==> run_1/io_fan.png <==
Scale bar: 20 µm.
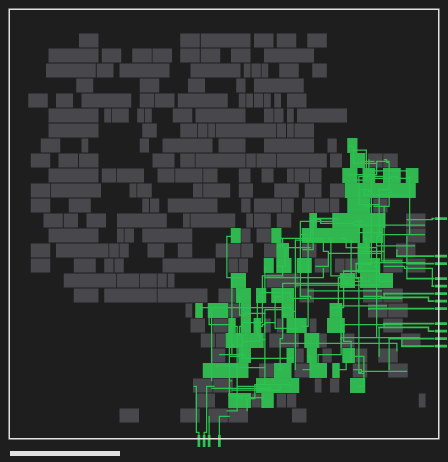
==> run_1/flops_by_reg.png <==
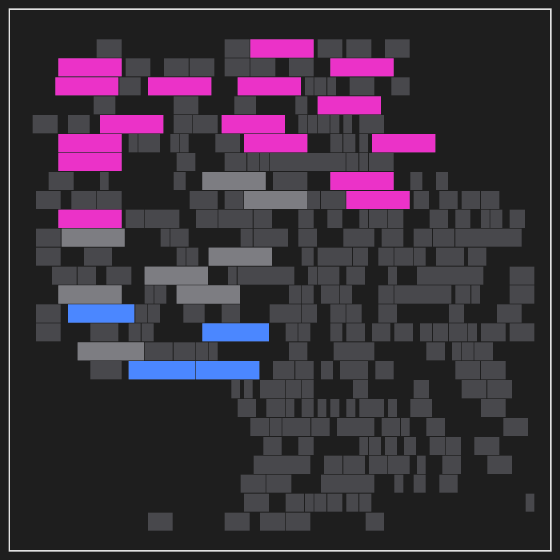
==> run_1/congestion.png <==
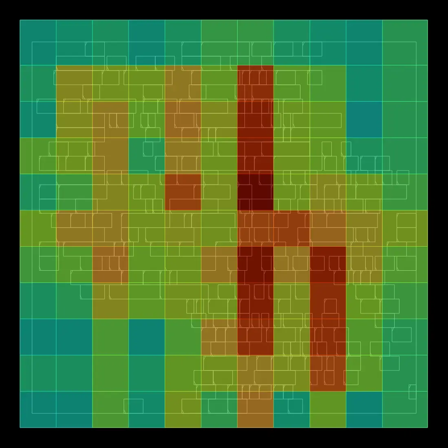
==> run_1/clk_routes.png <==
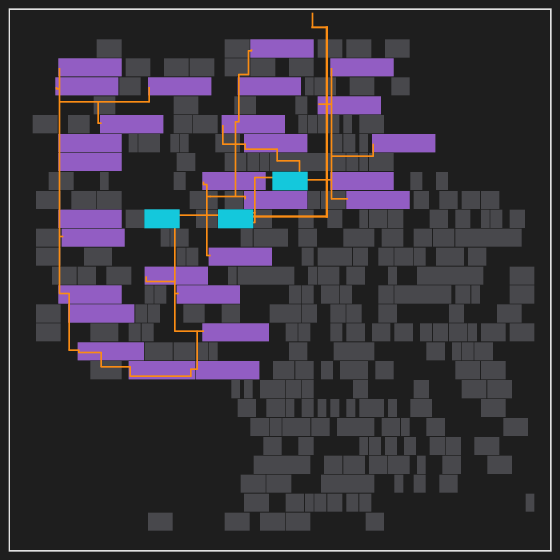
===== src/rtl/crossbar_rr_arb.sv =====
// Round-robin ownership arbiter for the crossbar: one registered owner at a time,
// optional hold limit, one idle turnaround cycle between successive owners.
module crossbar_rr_arb #(
  parameter int NUM_MASTERS = 16,
  parameter int MAX_HOLD    = 0,
  parameter int IDX_W       = $clog2(NUM_MASTERS),
  parameter int CNT_W       = 16
) (
  input  logic                   clk,
  input  logic                   rst_n,
  input  logic [NUM_MASTERS-1:0] request,
  output logic [NUM_MASTERS-1:0] grant,
  output logic                   owner_valid,
  output logic [IDX_W-1:0]       owner_idx,
  output logic                   set_owner,
  output logic                   clr_owner,
  output logic                   hold_expired,
  output logic                   o_dbg_busy,
  output logic [IDX_W-1:0]       o_dbg_rr_ptr
);

  // Protocol: request is a level held by a master for as long as it wants the bus;
  // grant (registered) answers one cycle later and is withdrawn one cycle after the
  // owner's request drops or a forced release is taken. There is no back-pressure.

  typedef enum logic {ST_IDLE = 1'b0, ST_BUSY = 1'b1} state_t;

  localparam logic [CNT_W-1:0] HOLD_LIM = CNT_W'((MAX_HOLD == 0) ? 0 : MAX_HOLD - 1);

  state_t                 r_state, w_state_nxt;
  logic [NUM_MASTERS-1:0] r_grant, w_grant_nxt;
  logic                   r_owner_valid, w_owner_valid_nxt;
  logic [IDX_W-1:0]       r_owner_idx, w_owner_idx_nxt;
  logic                   r_set, w_set_nxt;
  logic                   r_clr, w_clr_nxt;
  logic                   r_exp, w_exp_nxt;
  logic [IDX_W-1:0]       r_rr_ptr, w_rr_ptr_nxt;
  logic [CNT_W-1:0]       r_hold_cnt, w_hold_cnt_nxt;

  logic                   w_up_found;
  logic [IDX_W-1:0]       w_up_idx;
  logic [IDX_W-1:0]       w_any_idx;
  logic [IDX_W-1:0]       w_win_idx;
  logic                   w_owner_req;
  logic                   w_others;
  logic                   w_force;

  // Scanning downwards leaves the lowest qualifying index in each candidate.
  always_comb begin
    w_up_found = 1'b0;
    w_up_idx   = '0;
    w_any_idx  = '0;
    for (int i = NUM_MASTERS - 1; i >= 0; i--) begin
      if (request[i]) begin
        w_any_idx = IDX_W'(i);
        if (i >= int'(r_rr_ptr)) begin
          w_up_found = 1'b1;
          w_up_idx   = IDX_W'(i);
        end
      end
    end
    w_win_idx = w_up_found ? w_up_idx : w_any_idx;
  end

  // The limit test is ">=" so a lone owner that ran past the limit still yields
  // as soon as a competitor shows up (the counter saturates rather than wraps).
  always_comb begin
    w_owner_req = request[r_owner_idx];
    w_others    = |(request & ~r_grant);
    w_force     = (MAX_HOLD != 0) && (r_hold_cnt >= HOLD_LIM) && w_others;
  end

  always_comb begin
    w_state_nxt       = r_state;
    w_grant_nxt       = r_grant;
    w_owner_valid_nxt = r_owner_valid;
    w_owner_idx_nxt   = r_owner_idx;
    w_set_nxt         = 1'b0;
    w_clr_nxt         = 1'b0;
    w_exp_nxt         = 1'b0;
    w_rr_ptr_nxt      = r_rr_ptr;
    w_hold_cnt_nxt    = r_hold_cnt;
    case (r_state)
      ST_IDLE: begin
        if (|request) begin
          w_state_nxt              = ST_BUSY;
          w_grant_nxt              = '0;
          w_grant_nxt[w_win_idx]   = 1'b1;
          w_owner_valid_nxt        = 1'b1;
          w_owner_idx_nxt          = w_win_idx;
          w_set_nxt                = 1'b1;
          w_hold_cnt_nxt           = '0;
        end
      end
      ST_BUSY: begin
        if (r_hold_cnt != {CNT_W{1'b1}}) begin
          w_hold_cnt_nxt = r_hold_cnt + 1'b1;
        end
        if (!w_owner_req || w_force) begin
          w_state_nxt       = ST_IDLE;
          w_grant_nxt       = '0;
          w_owner_valid_nxt = 1'b0;
          w_clr_nxt         = 1'b1;
          w_exp_nxt         = w_owner_req;
          w_hold_cnt_nxt    = '0;
          w_rr_ptr_nxt      = (r_owner_idx == IDX_W'(NUM_MASTERS - 1)) ? '0
                                                                       : r_owner_idx + 1'b1;
        end
      end
      default: w_state_nxt = ST_IDLE;
    endcase
  end

  always_ff @(posedge clk or negedge rst_n) begin
    if (!rst_n) begin
      r_state       <= ST_IDLE;
      r_grant       <= '0;
      r_owner_valid <= 1'b0;
      r_owner_idx   <= '0;
      r_set         <= 1'b0;
      r_clr         <= 1'b0;
      r_exp         <= 1'b0;
      r_rr_ptr      <= '0;
      r_hold_cnt    <= '0;
    end else begin
      r_state       <= w_state_nxt;
      r_grant       <= w_grant_nxt;
      r_owner_valid <= w_owner_valid_nxt;
      r_owner_idx   <= w_owner_idx_nxt;
      r_set         <= w_set_nxt;
      r_clr         <= w_clr_nxt;
      r_exp         <= w_exp_nxt;
      r_rr_ptr      <= w_rr_ptr_nxt;
      r_hold_cnt    <= w_hold_cnt_nxt;
    end
  end

  assign grant        = r_grant;
  assign owner_valid  = r_owner_valid;
  assign owner_idx    = r_owner_idx;
  assign set_owner    = r_set;
  assign clr_owner    = r_clr;
  assign hold_expired = r_exp;
  assign o_dbg_busy   = (r_state == ST_BUSY);
  assign o_dbg_rr_ptr = r_rr_ptr;

endmodule


===== config.mk =====
export PLATFORM = sky130hd
export DESIGN_NAME = crossbar_rr_arb
export DESIGN_NICKNAME = d
export VERILOG_FILES = /design/src/rtl/crossbar_rr_arb.sv
export SDC_FILE = /design/constraint.sdc
export NUM_CORES = 1
export LEC_CHECK = 0
export CAP_MARGIN = 40
export CORE_MARGIN = 2
export CORE_UTILIZATION = 35
export CTS_CLUSTER_DIAMETER = 120
export DETAILED_ROUTE_END_ITERATION = 6
export PLACE_DENSITY = 0.66
export SETUP_SLACK_MARGIN = 0.15
export SYNTH_ARGS = -nofsm -noshare
export SYNTH_HDL_FRONTEND = slang
export SYNTH_SLANG_ARGS = --single-unit

===== constraint.sdc =====
create_clock -name clk -period 2.75 [get_ports clk]
set_input_delay 0.4125 -clock clk [delete_from_list [all_inputs] [get_ports clk]]
set_output_delay 0.4125 -clock clk [all_outputs]
set_load 0.02 [all_outputs]

==> out/metrics.cfg, run 1 <==
[sta]
holdWs_ns=0.4890
period_needed_ns=2.507
period_used_share=0.9116
rsz0062_at_grt=yes
fmax_mhz=398.9

[power]
vdd_drop_max_uv=563.3
comb_power_w=0.00166
comb_power_share=0.608
seqPwrFrac=0.277

[finish]
drive_gt1_frac=0.1787
area.combinational_um2=1121
largest_reg_flops=16
lay_top_count=clkdlybuf4s50_1
instances_no_fill=333

[synthesis]
edf_count=0
ys.flops=28
ys_sh_adder=0.006596
yosys-stat-area_um2=1897
synth_seq_share=0.3694
xor_share=0.004617
synth.cell_area_um2=1897

[outcome]
status=finished, final reports clean

[floorplan]
n_tap_cell=70
fp_util=0.3667
die_area_um2=6024
core_area_um2=5172

[setup_path]
crit_buf_inv=2

[global_routing]
grt_usage=0.1857
antenna_found_initial=0

[place]
place_inst=329

[routing]
wl_mm=5.530

## Picture notes: io_fan.png
legend:
  green:
    port: `request`
    bits: 16
    direction: input
    edge: 12 right, 4 bottom
    end_cells: 59
    buffers: 26
    wire: 1040 µm
number of port buffers: 45
io pins: 47

## Picture notes: flops_by_reg.png
legend:
  magenta:
    name_in_the_netlist: `grant`
    flops: 16
  blue:
    name_in_the_netlist: `o_dbg_rr_ptr`
    flops: 4
not coloured: 8
Seq group: 0.000757 W
register area: 705.7 µm²
Final Util: 0.5104
sequential share of cell area: 0.2673

## Picture notes: congestion.png
Top Usage Layer GRT: met2
met2 usage: 0.2983
wire per inst: 16.61 µm
met1 GRT Util: 0.2614
met3 Usage GRT: 0.02907

## Picture notes: clk_routes.png
legend:
  cyan:
    item: clock drivers
    count: 3
  orange:
    item: clock wires
    length: 284 µm
  purple:
    item: flip-flops
    count: 28
routed clock nets: 4
Skew-Pair Late Insertion Delay: 0.27 ns
clock group share of total power: 0.115
Max Clock Skew: 0.003729 ns
P_clk: 0.000314 W

[run 1: routing by layer]
metal  wire length (µm)  global-route usage  part of all wire  up-vias
met4                 87             0.04643             0.016        0
li1                   -                   -                 -      897
met3                272             0.02907             0.049        8
met5                  0                   0                 0        -
met2               2631              0.2983              0.48       58
met1               2540              0.2614              0.46      910
[run 1: stage by stage]
| stage | cell area [µm²] | setup slack (ns) | power [W] |
|---|---|---|---|
| detailed placement | 2510 | -0.1722 | 0.002341 |
| finish | 2640 | 0.2432 | 0.002730 |
| floorplan | 1897 | 0.3061 | 0.001767 |
| global placement | 2510 | -0.1427 | 0.002330 |
| global route | 2640 | 0.09177 | 0.002928 |
| CTS | 2587 | 0.1581 | 0.002674 |
--- run 2 (diff from run 1) ---
--- a/config.mk
+++ b/config.mk
@@ -10,7 +10,7 @@
 export CORE_UTILIZATION = 35
 export CTS_CLUSTER_DIAMETER = 120
 export DETAILED_ROUTE_END_ITERATION = 6
-export PLACE_DENSITY = 0.66
+export PLACE_DENSITY = 0.73
 export SETUP_SLACK_MARGIN = 0.15
 export SYNTH_ARGS = -nofsm -noshare
 export SYNTH_HDL_FRONTEND = slang
==> constraint.sdc (replaced) <==
create_clock -name clk -period 2.3 [get_ports clk]
set_input_delay 0.345 -clock clk [delete_from_list [all_inputs] [get_ports clk]]
set_output_delay 0.345 -clock clk [all_outputs]
set_load 0.02 [all_outputs]
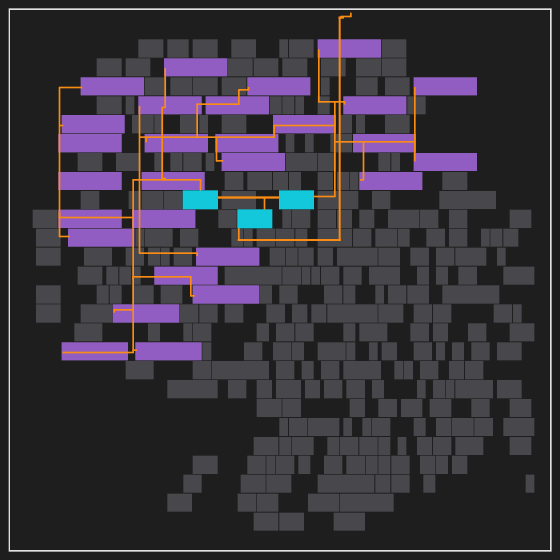
(run_2/clk_routes.png)
legend:
  orange:
    item: clock wires
    length: 326 µm
  purple:
    item: flip-flops
    count: 28
  cyan:
    item: clock drivers
    count: 3
routed clock nets: 4
Max Clock Skew: 0.005258 ns
P_clk: 0.000269 W
clock group share of total power: 0.077

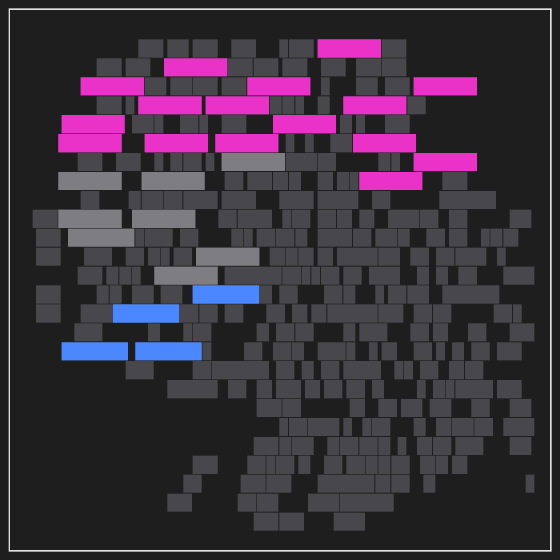
(run_2/flops_by_reg.png)
legend:
  magenta:
    name_in_the_netlist: `grant`
    flops: 16
  blue:
    name_in_the_netlist: `o_dbg_rr_ptr`
    flops: 4
    where: middle left
sequential share of cell area: 0.2429
Seq group: 0.000897 W
Final Util: 0.5627
register area: 706.9 µm²

==> run 2 against run 1 <==
Count of clock-buffer cells in the layout is 1 higher. First-iteration DRC count is 15% lower. Via count is 5.7% higher. Synthesized cell count stayed put. Global-route usage is 0.41 points higher. Sequential power is 18% higher. Final cell count is 9.6% higher. Sequential share of layout area is 2.4 points lower. Die size stayed put. Critical path depth is 1 lower. Combinational power is about 40% higher. Clock power is 14% lower.
==> out/metrics.cfg, run 2 <==
[sta]
period_needed_ns=2.266
rsz0062_at_grt=yes  ; unchanged
period_used_share=0.9852
holdWs_ns=0.4531  ; was 0.4890 ns
worst_slack_ns=0.03406  ; was 0.2432 ns

[place]
placed_cell_area_um2=2711  ; was 2510 µm²
place_inst=355  ; was 329

[synthesis]
ys.flops=28  ; unchanged
synth.cell_area_um2=1897  ; unchanged
synth_seq_share=0.3694  ; unchanged
xor_share=0.004617  ; unchanged
yosys-stat-area_um2=1897  ; unchanged

[finish]
lay_top_count=buf_4  ; was clkdlybuf4s50_1
area.combinational_um2=1166  ; was 1121 µm²

[global_routing]
grt_use_met2=0.3207  ; was 0.2983
antenna_found_initial=0  ; unchanged
grt.busiest_layer=met2  ; unchanged
grtUsageMet1=0.2630  ; was 0.2614
grtUsageMet3=0.01977  ; was 0.02907

[routing]
wl_mm=5.709  ; was 5.530 mm
met3_length_um=217  ; was 272 µm
highest_layer=met4  ; unchanged
wl_met1_mm=2.556  ; was 2.540 mm

[power]
seqPwrFrac=0.257  ; was 0.277

[cts]
worstSkewPairLatency_ns=0.27  ; about the same

[setup_path]
crit_buf_inv=1  ; was 2

[outcome]
status=finished, final reports clean  ; unchanged

==> run 2: cell types whose count changed in the layout (fill, tap and decap cells not counted), sizes merged <==
| cell | previous run | this run |
|---|---|---|
| clkbuf | 3 | 4 |
| clkdlybuf4s50 | 45 | 36 |
| dlygate4sd2 | 0 | 4 |
| buf | 22 | 53 |
| nor2 | 11 | 12 |
| dlymetal6s2s | 0 | 5 |
| bufinv | 1 | 0 |
==> run 2: worst max path at each step <==
stage,from,endpoint,cells past startpoint
2_1_floorplan,owner_idx[1],grant[6],9
3_3_place_gp,request[7],grant[0],8
3_5_place_dp,request[7],grant[10],7
4_1_cts,owner_idx[1],grant[13],6
5_1_grt,owner_idx[1],grant[4],6
6_report,owner_idx[1],grant[4],6
--- run 3 (diff from run 2) ---
--- a/config.mk
+++ b/config.mk
@@ -5,12 +5,15 @@
 export SDC_FILE = /design/constraint.sdc
 export NUM_CORES = 1
 export LEC_CHECK = 0
+export ABC_AREA = 1
 export CAP_MARGIN = 40
 export CORE_MARGIN = 2
 export CORE_UTILIZATION = 35
+export CTS_BUF_LIST = sky130_fd_sc_hd__clkbuf_8 sky130_fd_sc_hd__clkbuf_16
 export CTS_CLUSTER_DIAMETER = 120
+export CTS_CLUSTER_SIZE = 40
 export DETAILED_ROUTE_END_ITERATION = 6
-export PLACE_DENSITY = 0.73
+export PLACE_DENSITY = 0.74
 export SETUP_SLACK_MARGIN = 0.15
 export SYNTH_ARGS = -nofsm -noshare
 export SYNTH_HDL_FRONTEND = slang
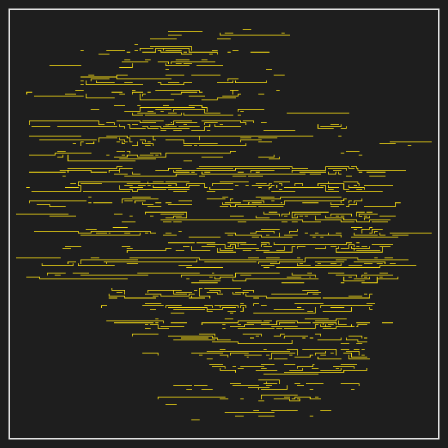
(run_3/layer_met1.png)
longest straight run: 32.7 µm
nets with wire on the layer: 333
wire length on this layer: 2470 µm
main direction: horizontal
share of all routed wire: 44%
via count: 2087
met1 GRT Util: 0.2523

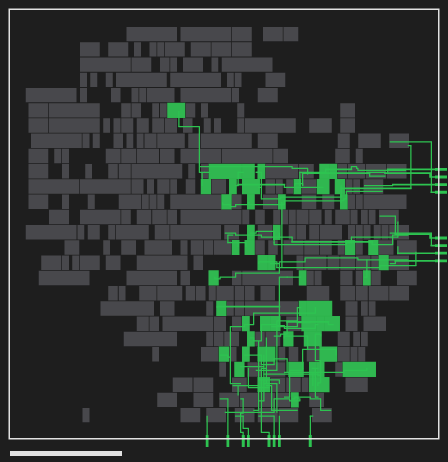
(run_3/io_fan.png)
Scale bar: 20 µm.
legend:
  green:
    port: `request`
    bits: 16
    direction: input
    edge: 8 right, 8 bottom
    end_cells: 52
    buffers: 26
    wire: 783 µm

==> run 3 against run 2 <==
Sequential share of layout area increased by 0.42 points. Routed wire length decreased by 2.4%. Count of clock-buffer cells in the layout decreased by 1. Register-to-register slack improved by 0.12 ns. Flip-flop count unchanged. Sequential power decreased by 3.2%. Non-clock buffer count decreased by 13. Die size decreased by 3.1%. First-iteration DRC count decreased by 28%. Critical path depth increased by 8.
==> out/metrics.cfg, run 3 <==
[power]
p_clk_w=0.000389  ; was 0.000269 W
vdd_drop_max_uv=1014  ; was 919.7 µV
comb_power_share=0.644  ; was 0.667
p_clk_frac=0.110  ; was 0.077
pg_seq_w=0.000868  ; was 0.000897 W

[synthesis]
xor_share=0.009550  ; was 0.004617
ys.flops=28  ; unchanged
synth_seq_share=0.3820  ; was 0.3694
edf_count=0  ; unchanged

[setup_path]
startpoint=o_dbg_rr_ptr[1]  ; was owner_idx[1]

[routing]
wl_met1_mm=2.468  ; was 2.556 mm
wl_mm=5.570  ; was 5.709 mm
highest_layer=met4  ; unchanged

[sta]
worst_slack_ns=0.1501  ; was 0.03406 ns
rsz0062_at_grt=yes  ; unchanged
finClkSkew_ns=0.007974  ; was 0.005258 ns
fmax_mhz=465.1  ; was 441.3 MHz
period_needed_ns=2.150  ; was 2.266 ns

[cts]
worstSkewPairLatency_ns=0.28  ; was 0.27 ns

[outcome]
status=finished, final reports clean  ; unchanged

[place]
place_inst=398  ; was 355

## run 3: netlist changes by cell type after synthesis, sizes merged, moves of 6 or more
cell,previous run,this run
nor2,11,25
clkbuf,7,1
nand2,19,83
nand2b,7,0
nand3,6,24
inv,8,28
a22o,6,0
nand4,3,9
## run 3: cell type report
cell class / count / area [µm²] / area share
Multi-Input combinational cell: 197 / 1106 / 0.3881
Timing Repair Buffer: 85 / 770.7 / 0.2704
Sequential cell: 28 / 704.4 / 0.2471
Inverter: 28 / 110.1 / 0.03863
Tap cell: 70 / 87.58 / 0.03073
Clock buffer: 3 / 41.29 / 0.01449
Clock inverter: 1 / 30.03 / 0.01054
No activity file was given, so power comes from the tool's default toggle rates.
